==> config.mk <==
export PLATFORM = sky130hd
export DESIGN_NAME = multicycle_control
export DESIGN_NICKNAME = d
export VERILOG_FILES = /design/src/rtl/multicycle_control.sv
export SDC_FILE = /design/constraint.sdc
export NUM_CORES = 1
export LEC_CHECK = 0
export CORE_ASPECT_RATIO = 0.9
export CORE_MARGIN = 2
export CORE_UTILIZATION = 48
export DETAILED_ROUTE_END_ITERATION = 8
export GPL_ROUTABILITY_DRIVEN = 0
export HOLD_SLACK_MARGIN = 0.03
export PLACE_DENSITY_LB_ADDON = 0.3
export SLEW_MARGIN = 10
export SYNTH_ARGS = -nofsm -noshare
export SYNTH_HDL_FRONTEND = slang
export SYNTH_SLANG_ARGS = --single-unit
==> constraint.sdc <==
create_clock -name clk -period 2.4 [get_ports clk]
set_input_delay 0.48 -clock clk [delete_from_list [all_inputs] [get_ports clk]]
set_output_delay 0.48 -clock clk [all_outputs]
set_load 0.02 [all_outputs]
Fig. 1: drive-strength map
Scale: 4 px per um.
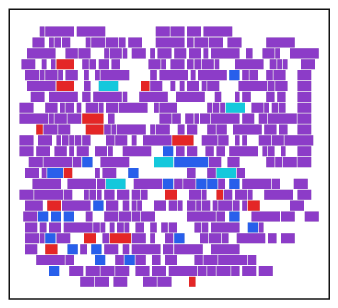
[_2 cells] red | cells: 16 | share: 4.4%
[_6 and larger] cyan | cells: 5 | share: 1.4%
[_0 and _1 cells] purple | cells: 322 | share: 88%
[_3 and _4 cells] blue | cells: 23 | share: 6.3%
worst setup margin: 113.7 ps
post-layout instance area: 0.003353 sq mm
Non-CTS buffers: 85
Area Overhead vs Synth: 35.83%

Fig. 2: gate families picked out
Scale: 4 px per um.
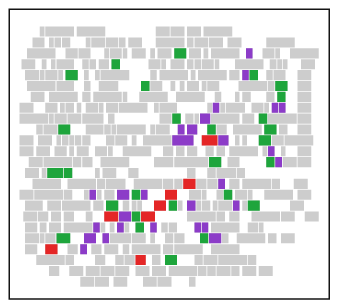
[inverting AOI/OAI gates] purple | cells: 28
[AND and OR gates] green | cells: 27
[AND-OR and OR-AND gates] red | cells: 8
combinational share of cell area: 42.20%
Commonest Layout Cell: clkdlybuf4s50_1
final cell count without fillers: 431

Fig. 3: congestion heat map
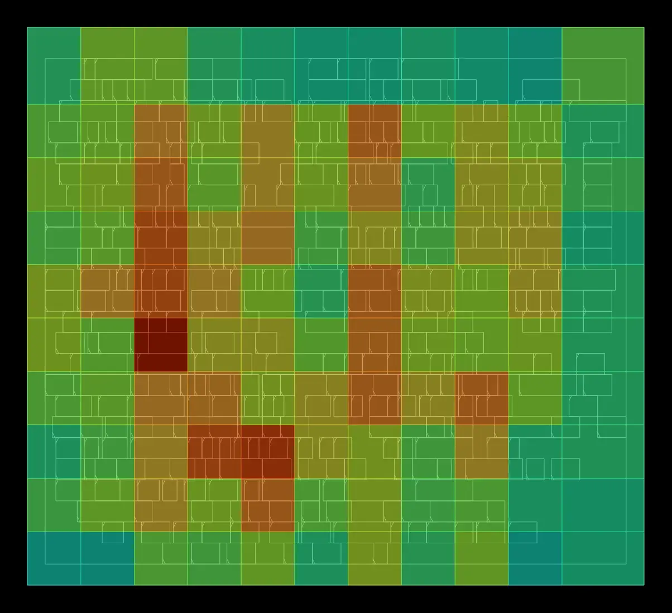
GRT met2 Usage: 31.28%
met3 usage: 4.353%
gr usage total: 19.86%
Most Crowded Layer GR: met2
Final Util: 68.51%

Fig. 4: cells colored by class
Scale: 4 px per um. Fill, decap, tap and diode cells in gray.
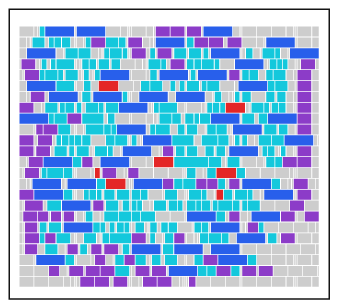
[clock drivers and dummy loads] red | cells: 7 | share of their area: 2.4%
[other buffers and delay cells] purple | cells: 85 | share of their area: 24%
[combinational and other logic] cyan | cells: 226 | share of their area: 44%
[flops] blue | cells: 48 | share of their area: 29%
area of the core: 0.004895 sq mm
row count: 24

==> results.txt <==
fresh numbers from the pnr run: status finished, final reports clean, Synth flops 48, number of enable flip-flop cells 0, DRT met1 WL 2.719 mm, routed len/inst 13.11 um, Critical Path Max Stage Delay 450 ps, Distinct cells, synth between 50 and 60, CTS tree yes, Late-Pin Clk Latency 290 ps, Nets 381, Chip Area roughly 0.0057 sq mm, Top cells by area dfxtp_1 (39%), xnor2_1 (7.8%), nor2_1 (5.3%), routed wl met3 394 um, clk sinks around 48, data required time of the critical path 1920 ps, Reg2Reg Depth 5, Horiz. Die Dim a little under 80 um, Final min period 2286 ps, Inserted Diodes 0, Num CTS Buffers 5, Syn Area/Cell 8.425 sq um, first-pass GRT wire length 9.232 mm, WS Path Type in -> out, AND-OR/OR-AND share of the synthesized area 9.883%, post-synthesis cell count 293, slowest CP cell clkdlybuf4s50_1, DRT antenna net count 0, post-DP HPWL around 4.2 mm, Simple-Gate Area Share 35.63%, Arr. time, crit path 1810 ps, initial antenna violation count 0, syn nets 308, met2 WL post-DR approximately 2.5 mm, yosys cell count around 290, Crit. path cell count 5, biggest area consumer among synthesized cells dfxtp_1, DR DRC count 0, via count of the first global-routing pass about 2,000, delay-heaviest family, CP buffers and inverters, adder share 0.5068%, io pins 66, IO buf count between 60 and 70, worst min path class in -> reg, period utilisation layout 95.26%, grt total ovfl 0, main flop type dfxtp_1, total number of yosys warnings 0, Final Skew 6.897 ps, clock slew at reported path FFs around 80 ps, Post-Place Cells 424, Fmax 437.4 MHz, Slew @ Worst Pin 682.7 ps, Dominant cell area share 38.93%, Yosys chip area 0.002469 sq mm, met1 Use GR roughly 27%, xor/xnor share 9.934%, drt total wl 5.650 mm, pwr/cell area 412.3 mW/mm^2, total power 1.383 mW, max-slew violations 0, final setup fails 0, Buf/Inv on CP 2, share of cells above drive strength 1 12.02%, tool warnings 26, VDD IR-drop max 0.3144 mV, worst rel slew slack roughly 54%, H-tree levels 2, Max-Cap Viols 0
## cell usage after synthesis, types with 3 or more instances
cell type,number
dfxtp_1,48
nor2_1,35
xnor2_1,22
nand2_1,17
nor2b_1,17
a21oi_1,12
clkbuf_1,12
nand3_1,12
nor3_1,12
inv_1,8
o21ai_0,8
and2_1,7
and4_1,6
nor4_1,6
or3_1,6
xor2_1,6
nand2b_1,5
nand4_1,5
nor3b_1,4
buf_2,3
nor4_2,3
## power by group
part           switching [mW]  internal, mW
combinational          0.0651        0.0641
clock                   0.252         0.199
sequential            0.00207         0.801
## cell usage in the layout (no fill, tap or decap), drive strengths merged, types with 3 or more instances in the layout
cell,n
nor4b,3
xor2,6
clkbuf,6
and2,7
nor3b,4
xnor2,22
nand3,12
dfxtp,48
nor2b,17
a21oi,12
o21ai,8
nor3,12
nor4,9
nor2,35
nand2b,5
and4,6
nand4,5
buf,23
clkdlybuf4s50,59
or3,6
inv,8
nand2,17
## through the flow
step	cell area (sq um)	worst slack, ps
2_1_floorplan	2469	356.8
3_3_place_gp	3261	-421.5
3_5_place_dp	3261	-462.0
4_1_cts	3341	3.128
5_1_grt	3353	6.678
6_report	3353	113.7
## timing repair
action / CTS / global route
hold buffers: 0 / 0
pin swaps: 0 / 2
endpoints found under the setup margin: 1 / 6
gates resized: 9 / 3
## cell type report
cell class	count	area [sq um]
Inverter	8	30.03
Tap cell	65	81.33
Fill cell	390	1541
Sequential cell	48	960.9
Clock inverter	1	5.005
Timing Repair Buffer	85	788.3
Multi-Input combinational cell	218	1415
Clock buffer	6	72.57
## worst reg2reg max path, stage by stage, from the launching register on
cell      delay [ps]
dfxtp_1          440
or3b_1           390
a2111o_1         590
or2_2            350
xnor2_1          140
nor2_1            50
Power figures rest on the tool's default switching activity, not on a simulated workload.
